$ cat src/rtl/mixcolumn_engine.sv
// AES MixColumns engine: transforms NCOL 32-bit columns in place, one column per cycle.
// Define MIXCOL_INV_EN to compile in the InvMixColumns datapath (in_inv honoured).
module mixcolumn_engine #(
  parameter int NCOL = 4
) (
  input  logic               clk,
  input  logic               rst_n,
  input  logic               in_valid,
  output logic               in_ready,
  input  logic [32*NCOL-1:0] in_data,
  input  logic               in_inv,
  output logic               out_valid,
  input  logic               out_ready,
  output logic [32*NCOL-1:0] out_data,
  output logic               busy
);
  localparam int CW = (NCOL > 1) ? $clog2(NCOL) : 1;
  localparam int W  = 32 * NCOL;

  typedef enum logic [1:0] {IDLE, BUSY, DONE} state_t;

  state_t          state_q, state_d;
  logic [W-1:0]    work_q, work_d;
  logic [W-1:0]    res_q, res_d;
  logic [CW-1:0]   cnt_q, cnt_d;
  logic            mode_q, mode_d;
  logic [31:0]     col_cur, col_new;

  function automatic logic [7:0] xt(input logic [7:0] a);
    return {a[6:0], 1'b0} ^ (a[7] ? 8'h1b : 8'h00);
  endfunction

  function automatic logic [31:0] fwd_col(input logic [31:0] c);
    logic [7:0] a [4];
    logic [7:0] d [4];
    for (int i = 0; i < 4; i++) begin
      a[i] = c[8*i +: 8];
      d[i] = xt(a[i]);
    end
    return {d[0] ^ a[0] ^ a[1] ^ a[2] ^ d[3],
            a[0] ^ a[1] ^ d[2] ^ d[3] ^ a[3],
            a[0] ^ d[1] ^ d[2] ^ a[2] ^ a[3],
            d[0] ^ d[1] ^ a[1] ^ a[2] ^ a[3]};
  endfunction

`ifdef MIXCOL_INV_EN
  function automatic logic [31:0] inv_col(input logic [31:0] c);
    logic [7:0] m9 [4];
    logic [7:0] mb [4];
    logic [7:0] md [4];
    logic [7:0] me [4];
    logic [7:0] a, x2, x4, x8;
    for (int i = 0; i < 4; i++) begin
      a  = c[8*i +: 8];
      x2 = xt(a);
      x4 = xt(x2);
      x8 = xt(x4);
      m9[i] = x8 ^ a;
      mb[i] = x8 ^ x2 ^ a;
      md[i] = x8 ^ x4 ^ a;
      me[i] = x8 ^ x4 ^ x2;
    end
    return {mb[0] ^ md[1] ^ m9[2] ^ me[3],
            md[0] ^ m9[1] ^ me[2] ^ mb[3],
            m9[0] ^ me[1] ^ mb[2] ^ md[3],
            me[0] ^ mb[1] ^ md[2] ^ m9[3]};
  endfunction

  assign col_new = mode_q ? inv_col(col_cur) : fwd_col(col_cur);
`else
  logic unused_mode;
  assign unused_mode = ^{in_inv, mode_q};
  assign col_new     = fwd_col(col_cur);
`endif

  always_comb begin
    col_cur = '0;
    for (int c = 0; c < NCOL; c++) begin
      if (cnt_q == CW'(c)) col_cur = work_q[32*c +: 32];
    end
  end

  always_comb begin
    state_d = state_q;
    work_d  = work_q;
    res_d   = res_q;
    cnt_d   = cnt_q;
    mode_d  = mode_q;
    case (state_q)
      IDLE: begin
        if (in_valid && in_ready) begin
          work_d  = in_data;
          cnt_d   = '0;
`ifdef MIXCOL_INV_EN
          mode_d  = in_inv;
`else
          mode_d  = 1'b0;
`endif
          state_d = BUSY;
        end
      end
      BUSY: begin
        for (int c = 0; c < NCOL; c++) begin
          if (cnt_q == CW'(c)) work_d[32*c +: 32] = col_new;
        end
        // Result register only updates on completion so out_data survives the next block's BUSY phase.
        if (cnt_q == CW'(NCOL - 1)) begin
          res_d   = work_d;
          state_d = DONE;
        end else begin
          cnt_d = cnt_q + CW'(1);
        end
      end
      DONE: begin
        if (out_ready) state_d = IDLE;
      end
      default: state_d = IDLE;
    endcase
  end

  always_ff @(posedge clk or negedge rst_n) begin
    if (!rst_n) begin
      state_q <= IDLE;
      work_q  <= '0;
      res_q   <= '0;
      cnt_q   <= '0;
      mode_q  <= 1'b0;
    end else begin
      state_q <= state_d;
      work_q  <= work_d;
      res_q   <= res_d;
      cnt_q   <= cnt_d;
      mode_q  <= mode_d;
    end
  end

  assign in_ready  = (state_q == IDLE) && rst_n;
  assign out_valid = (state_q == DONE);
  assign busy      = (state_q != IDLE);
  assign out_data  = res_q;

endmodule
$ cat config.mk
export PLATFORM = sky130hd
export DESIGN_NAME = mixcolumn_engine
export DESIGN_NICKNAME = d
export VERILOG_FILES = /design/src/rtl/mixcolumn_engine.sv
export SDC_FILE = /design/constraint.sdc
export NUM_CORES = 1
export LEC_CHECK = 0
export CAP_MARGIN = 10
export CORE_UTILIZATION = 52
export CTS_CLUSTER_DIAMETER = 100
export DETAILED_ROUTE_END_ITERATION = 10
export PLACE_DENSITY_LB_ADDON = 0.15
export SLEW_MARGIN = 20
export SYNTH_ARGS = -nofsm -noshare
export SYNTH_HDL_FRONTEND = slang
export SYNTH_SLANG_ARGS = --single-unit
$ cat constraint.sdc
create_clock -name clk -period 3 [get_ports clk]
set_input_delay 0.6 -clock clk [delete_from_list [all_inputs] [get_ports clk]]
set_output_delay 0.6 -clock clk [all_outputs]
set_load 0.01 [all_outputs]
==> impl_metrics.env, run 1 <==
# physical design summary
export IMPL_cts_hold_buf=0
export IMPL_dp_cells=1743
export IMPL_finClkSkew_ns=0.0140
export IMPL_wl_mm=42.5
export IMPL_cts_resized_gates=0
export IMPL_core_area_sq_um=24300
export IMPL_slew_limit_headroom_pct=38.9
export IMPL_fin_nets=1595
export IMPL_worst_pin_slew_ns=0.917
export IMPL_fin_ws_ns=0.121
export IMPL_gp_congestion=0.945
export IMPL_numCtsBuffers=28
export IMPL_cp_start_kind="flip-flop"
export IMPL_antenna_cells=0
export IMPL_dr_pass1_iters=5
export IMPL_finalNonFillerCells=1804
export IMPL_area_leaders="dfrtp_1 50%, a22oi_1 7.8%, nor3b_1 5.6%, o21ai_0 5.0%, o21ai_1 3.8%"
export IMPL_arrival_ns=3.29
export IMPL_cts_setup_buffers=1
export IMPL_final_setup_tns_ns=0
export IMPL_clock_path_buffers=3
export IMPL_grt_setup_unrepaired="true"
export IMPL_timing_rr_start="cnt_q[1]"
export IMPL_dr_first_iter_drc_count=1083
export IMPL_synth_cells=1199
export IMPL_yosys_area_top_type="dfrtp_1"
export IMPL_maxCapViolCount=0
export IMPL_synth_flops=260
export IMPL_ys_types=45
export IMPL_tritoncts="done"
export IMPL_cts_htree_levels=1
export IMPL_yosys_warnings=0
export IMPL_hp_class="input port to async pin"
export IMPL_fp_util_pct=53.2
export IMPL_finalClockPeriodUsage_pct=96.0
export IMPL_syn_num_nets=1336
export IMPL_grt_ovfl_total=0
export IMPL_dieArea_sq_um=25500
export IMPL_cts_root_buffer="clkbuf_16"
export IMPL_worstReg2RegEnd="work_q[81]"
export IMPL_max_freq_ghz=0.347
export IMPL_syn_area_sq_um=12900
export IMPL_grt_pass1_wl_mm=66.0
export IMPL_antenna_found_initial=0
export IMPL_drc_errors=0
export IMPL_status="completed"
export IMPL_end_kind="flip-flop"
export IMPL_crit_type="flip-flop to flip-flop"
export IMPL_warning_count=33
export IMPL_path_clk_slew_ns=0.06
## run 1: critical path, cell delays in order, from the launching register on
cell,delay (ns)
dfrtp_1,0.41
inv_1,0.11
ha_2,0.26
buf_12,0.21
buf_4,0.21
nand3b_1,0.14
a31oi_2,0.11
buf_4,0.19
xnor2_2,0.35
xor2_1,0.39
xnor2_4,0.22
o21ai_1,0.13
## run 1: layout by cell type (no fill, tap or decap), drive strengths merged
cell type      synthesis  final
or2                    2      2
inv                    9     10
clkbuf                83     43
a221oi                 2      2
xnor3                 14     14
o22ai                 30     30
bufinv                 0      2
nand2b                 2      2
a22oi                137    137
nor3                   2      2
dfrtp                260    260
nor2b                  2      2
nor2                  18     18
clkinvlp               0      1
buf                   20     71
mux2                   1      1
a221o                 15     15
nand2                 38     38
xnor2                 62     62
a31oi                  7      7
nand3b                 7      7
clkinv                 0      5
a22o                   1      1
a21o                  18     18
a21oi                120    120
ha                     4      4
xor2                  18     18
o21ai                229    229
nor3b                 96     96
clkdlybuf4s50          0    261
and2                   2      2
## run 1: state kept, by name, indices dropped and copies added (netlist names)
| name | flops |
|---|---|
| cnt_q | 2 |
| out_data | 128 |
| work_q | 128 |
| state_q | 2 |
## run 1: cell type report
type	count	area, sq um	share of cell area (%)
Tap cell	324	405	2.36
Multi-Input combinational cell	827	6010	35.0
Clock buffer	43	808	4.70
Clock inverter	9	101	0.590
Inverter	9	33.8	0.197
Sequential cell	260	6510	37.9
Timing Repair Buffer	332	3320	19.3
## run 1: worst max-delay path by stage
stage / start / endpoint / cells past startpoint
after floorplan: cnt_q[0] / work_q[109] / 10
after global placement: cnt_q[1] / out_data[57] / 10
after detailed placement: cnt_q[1] / out_data[67] / 10
after CTS: cnt_q[1] / work_q[25] / 10
after global routing: cnt_q[1] / work_q[103] / 11
final: cnt_q[1] / work_q[81] / 11
## run 1: kinds of logic after synthesis
| logic type | Yosys count | synth area share, % |
|---|---|---|
| buffers and inverters | 112 | 3.97 |
| adder cells (fa/ha/maj) | 4 | 0.387 |
| flip-flops | 260 | 50.3 |
| AND-OR/OR-AND | 559 | 27.0 |
| XOR/XNOR | 94 | 9.97 |
| AND/OR/NAND/NOR | 169 | 8.26 |
| multiplexers | 1 | 0.0871 |
## run 1: cells in the mapped netlist, drive strengths merged
cell	instances
xor2	18
clkbuf	83
a22oi	137
nand2	38
nor3b	96
a21o	18
xnor2	62
nand2b	2
nand3b	7
nor2b	2
xnor3	14
o21ai	229
mux2	1
nor2	18
a221o	15
o22ai	30
a22o	1
inv	9
ha	4
a21oi	120
or2	2
dfrtp	260
nor3	2
buf	20
a31oi	7
a221oi	2
and2	2
## run 1: metrics by stage
stage	instance area, sq um	utilization [%]	hold WS [ns]
6_report	17200	70.7	0.160
5_1_grt	17200	70.7	0.208
3_5_place_dp	16100	66.3	0.465
3_3_place_gp	16100	66.3	0.464
2_1_floorplan	12900	-	0.304
4_1_cts	17000	70.0	0.178
## run 1: per-layer routing
metal	vias up	global-route usage (%)	part of all wire, %
met5	-	0	0
met4	0	8.96	2.6
met3	80	5.69	9.0
met2	657	52.0	47
met1	5662	48.2	41
li1	4972	-	-
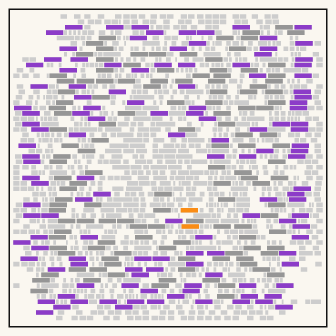
Figure 1: run 1, sequential cells grouped by signal name.
legend:
  state_q:
    colour: orange
    placed_flops: 2
  out_data:
    colour: purple
    placed_flops: 128
    where: widely spread
not coloured: 130
storage element area: 6510 sq um
Seq/total area: 37.9%

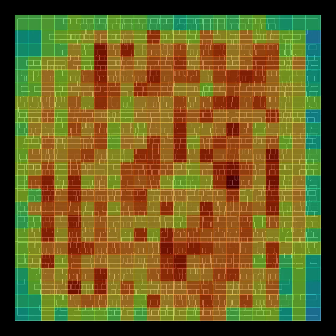
Figure 2: run 1, track usage over the die.
WL/cell: 23.5 um
met3 usage: 5.69%
met2 Usage GRT: 52.0%

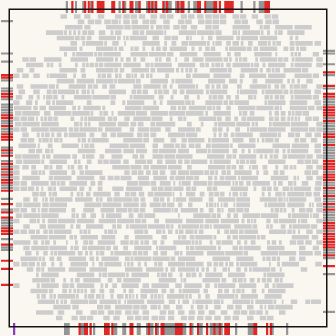
Figure 3: run 1, pin map.
Pins as bars across the die edge, other pins in grey.
legend:
  in_data:
    colour: red
    pins: 128
    direction: input
    edge: 36 top, 34 right, 30 bottom, 28 left
  in_inv:
    colour: purple
    pins: 1
    direction: input
    edge: bottom
all pins by edge: 72 right, 69 bottom, 64 top, 59 left
Die Wd: 160 um
IO buf count: 262

Figure 4. Metal layers overlaid (run 1).
Two of the layers only.
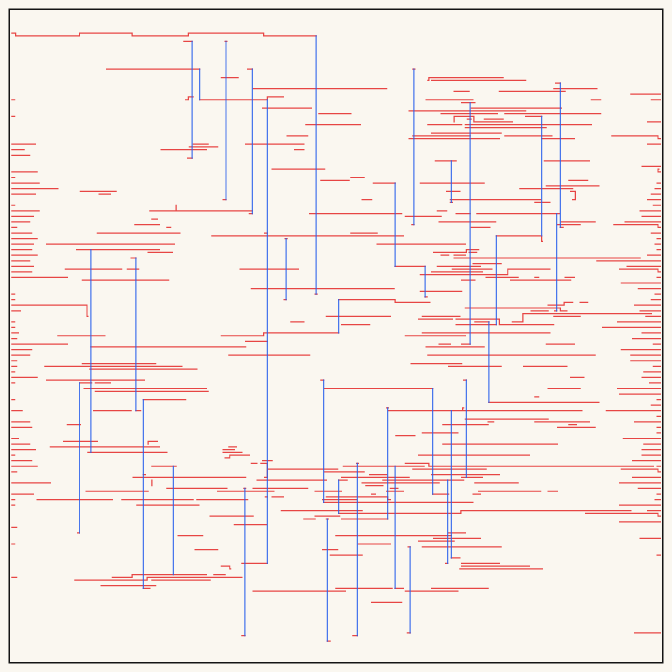

--- run 2 (diff from run 1) ---
--- a/config.mk
+++ b/config.mk
@@ -14,3 +14,4 @@
 export SYNTH_ARGS = -nofsm -noshare
 export SYNTH_HDL_FRONTEND = slang
 export SYNTH_SLANG_ARGS = --single-unit
+export TNS_END_PERCENT = 1
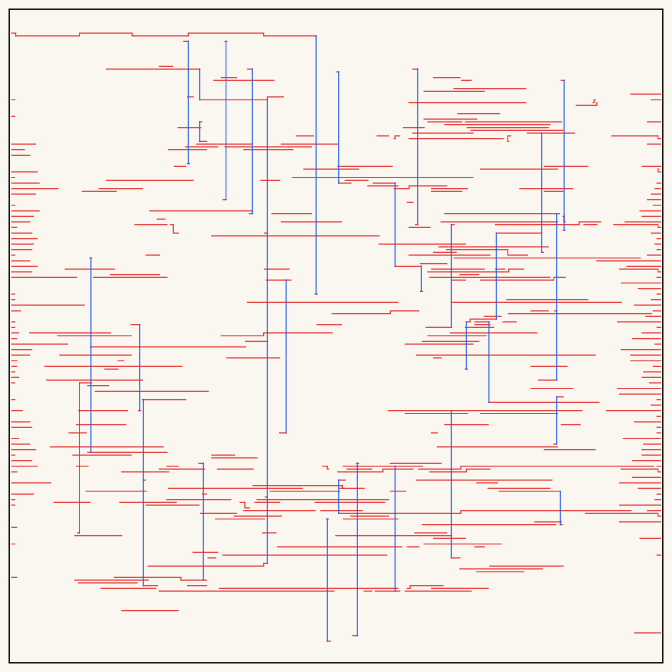
Figure 5: run 2, metal layers overlaid.
Two of the layers only.
legend:
  met4:
    colour: blue
    wire_length: 953 um
  met3:
    colour: red
    wire_length: 3810 um

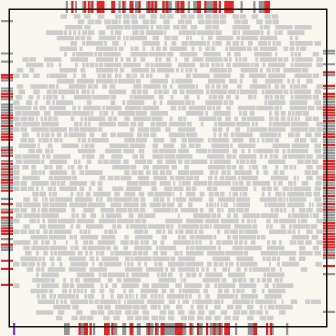
Figure 6: run 2, pin map.
Pins as bars across the die edge, other pins in grey.
legend:
  in_inv:
    colour: purple
    pins: 1
    direction: input
    edge: bottom
  in_data:
    colour: red
    pins: 128
    direction: input
    edge: 36 top, 34 right, 30 bottom, 28 left

==> run 2 against run 1 <==
  * Sequential share of layout area is 0.24 points higher
  * Setup slack got worse by 0.11 ns
  * Routed wire length fell by 0.52%
  * Critical path depth fell by 1
  * Cell count shrank 0.39%
  * Register-to-register slack lost 0.11 ns
  * Area after synthesis unchanged
==> impl_metrics.env, run 2 <==
# physical design summary
export IMPL_gp_congestion=0.945
export IMPL_dr_pass1_iters=5
export IMPL_syn_area_sq_um=12900
export IMPL_yosys_warnings=0
export IMPL_drive_gt1_share_pct=13.0
export IMPL_synth_cells=1199
export IMPL_finalHoldViolations=0
export IMPL_drc_errors=0
export IMPL_antenna_found_initial=0
export IMPL_grt_ovfl_total=0
export IMPL_status="completed"
export IMPL_postRouteAntennaNets=0
export IMPL_clock_path_buffers=3
export IMPL_slowest_delay_ns=0.46
export IMPL_cts_htree_levels=1
export IMPL_critPathLaunch="cnt_q[1]"
export IMPL_warning_count=33
export IMPL_numCtsBuffers=28
export IMPL_grt_pass1_wl_mm=66.0
export IMPL_antenna_cells=0
export IMPL_post_route_min_period_ns=2.98
export IMPL_async_flop_share_pct=100
export IMPL_crit_path_frequent_cell="xnor2_2"
export IMPL_final_setup_tns_ns=0
export IMPL_dr_total_vias=11300
export IMPL_path_clk_slew_ns=0.06
export IMPL_cts_hold_buf=0
export IMPL_die_width_um=160
export IMPL_ys_types=45
export IMPL_synth_stat_cells=1199
export IMPL_synth_flops=260
export IMPL_layout_top_cell="clkdlybuf4s50_1"
export IMPL_finClkSkew_ns=0.0101
export IMPL_synthTopCellsByCount="260 x dfrtp_1, 134 x a22oi_1, 130 x o21ai_0"
export IMPL_grt_pass1_vias=11000
export IMPL_end_kind="flip-flop"
export IMPL_core_area_sq_um=24300
export IMPL_ys_seq_share_pct=50.3
export IMPL_yosys_area_sq_um=12900
export IMPL_finalClockPeriodUsage_pct=99.5
export IMPL_slew_limit_headroom_pct=38.5
export IMPL_syn_num_nets=1336
export IMPL_reg2reg_slack_ns=0.02
export IMPL_wl_mm=42.2
export IMPL_fp_util_pct=53.2
export IMPL_n_fill_cell=1816
export IMPL_top_cell="dfrtp_1"
export IMPL_top_area_share_pct=50.3
export IMPL_cp_start_kind="flip-flop"
export IMPL_timing_rr_start="cnt_q[1]"
export IMPL_worst_pin_slew_ns=0.923
export IMPL_dr_first_iter_drc_count=1166
export IMPL_numPortBuffers=262
export IMPL_finalSetupViolCount=0
export IMPL_met3_usage_pct=5.69
export IMPL_slowest_stage="a221oi_4"
export IMPL_met2_usage_pct=52.0
export IMPL_fin_nets=1588
export IMPL_dieArea_sq_um=25500
export IMPL_required_ns=3.40
export IMPL_ff_type="dfrtp_1"
export IMPL_grt_setup_unrepaired="true"
export IMPL_final_cell_mix="261 x clkdlybuf4s50_1, 260 x dfrtp_1, 134 x a22oi_1, 130 x o21ai_0, 99 x o21ai_1"
export IMPL_tritoncts="done"
export IMPL_crit_chain="inv_1 > ha_2 > buf_12 > buf_4 > a22oi_2 > a221oi_4 > xnor2_2 > xnor2_2 > xnor2_2 > o21ai_1"
export IMPL_max_freq_ghz=0.335
export IMPL_yosys_area_top_type="dfrtp_1"
export IMPL_area_leaders="dfrtp_1 50%, a22oi_1 7.8%, nor3b_1 5.6%, o21ai_0 5.0%, o21ai_1 3.8%"
export IMPL_grt_max_degree=142
export IMPL_maxCapViolCount=0
export IMPL_groute_usage_overall_pct=33.3
export IMPL_edf_count=0
export IMPL_hp_class="input port to async pin"
export IMPL_syn_to_final_growth_pct=32.1
export IMPL_crit_type="flip-flop to flip-flop"
export IMPL_cts_root_buffer="clkbuf_16"
export IMPL_die_h_um=160
export IMPL_arrival_ns=3.39
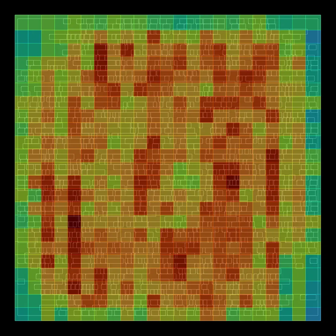
Figure 7: run 2, track usage over the die.
WL/cell: 23.5 um
met1 global-route usage: 48.2%
global route hottest layer: met2
fin util: 70.2%

## run 2: cell count changes in the layout (fill, tap and decap cells not counted)
cell / before / now
buf_4: 57 / 51
xnor3_2: 11 / 8
xnor3_1: 3 / 6
a22oi_2: 4 / 3
a31oi_4: 1 / 0
a22oi_1: 133 / 134
a21oi_4: 5 / 6
a31oi_2: 4 / 5
xnor2_4: 5 / 2
buf_12: 13 / 12
xnor2_2: 28 / 31
a21oi_2: 18 / 17
## run 2: through the flow
stage	std cells	hold WS, ns	cell area (sq um)	util, %	setup slack, ns
6_report	1797	0.153	17100	70.2	0.0156
3_3_place_gp	1743	0.464	16100	66.3	0.131
4_1_cts	1796	0.178	17000	70.0	0.0321
5_1_grt	1797	0.208	17100	70.2	-0.0960
2_1_floorplan	1199	0.304	12900	-	0.418
3_5_place_dp	1743	0.465	16100	66.3	0.0209
## run 2: cell families after synthesis
kind of cell,count (synthesis),share of synthesized area (%)
compound gates,559,27.0
xor+xnor,94,9.97
fa+ha+maj,4,0.387
buf+inv,112,3.97
flops,260,50.3
mux,1,0.0871
simple gates,169,8.26
## run 2: critical path: cells and delay by family (launching register included)
family                     cells  cell delay (ns)
adders and majority gates      1             0.26
AOI/OAI and AO/OA              3             0.72
buffers and inverters          3             0.54
xor gates and xnor gates       3             0.89
DFF                            1             0.41
## run 2: timing repair
action / in CTS / in global routing
pin swaps: 1 / 5
endpoints found under the setup margin: 1 / 87
buffers inserted: 1 / 1
gates cloned: 0 / 0
gates resized: 0 / 5
## run 2: routing by layer
layer | part of all wire [%] | vias to the layer above
met3 | 9.0 | 71
met2 | 47 | 630
met4 | 2.3 | 0
li1 | - | 4967
met5 | 0 | -
met1 | 42 | 5661
## run 2: final timing paths
check | to | cells past startpoint
worst min-delay path | out_data[99] | 2
worst max register to register | work_q[25] | 10
min in group clk | out_data[125] | 1
worst min register to register | out_data[125] | 1
worst max-delay path | work_q[25] | 10
max in group asynchronous | out_data[77] | 3
## run 2: layout make-up
type	instances	area [sq um]	area share, %
clock buffer	43	808	4.73
tap	324	405	2.37
multi-input combinational	827	5970	35.0
clock inverter	9	101	0.594
sequential	260	6510	38.1
inverter	9	33.8	0.198
timing repair buffer	325	3250	19.0
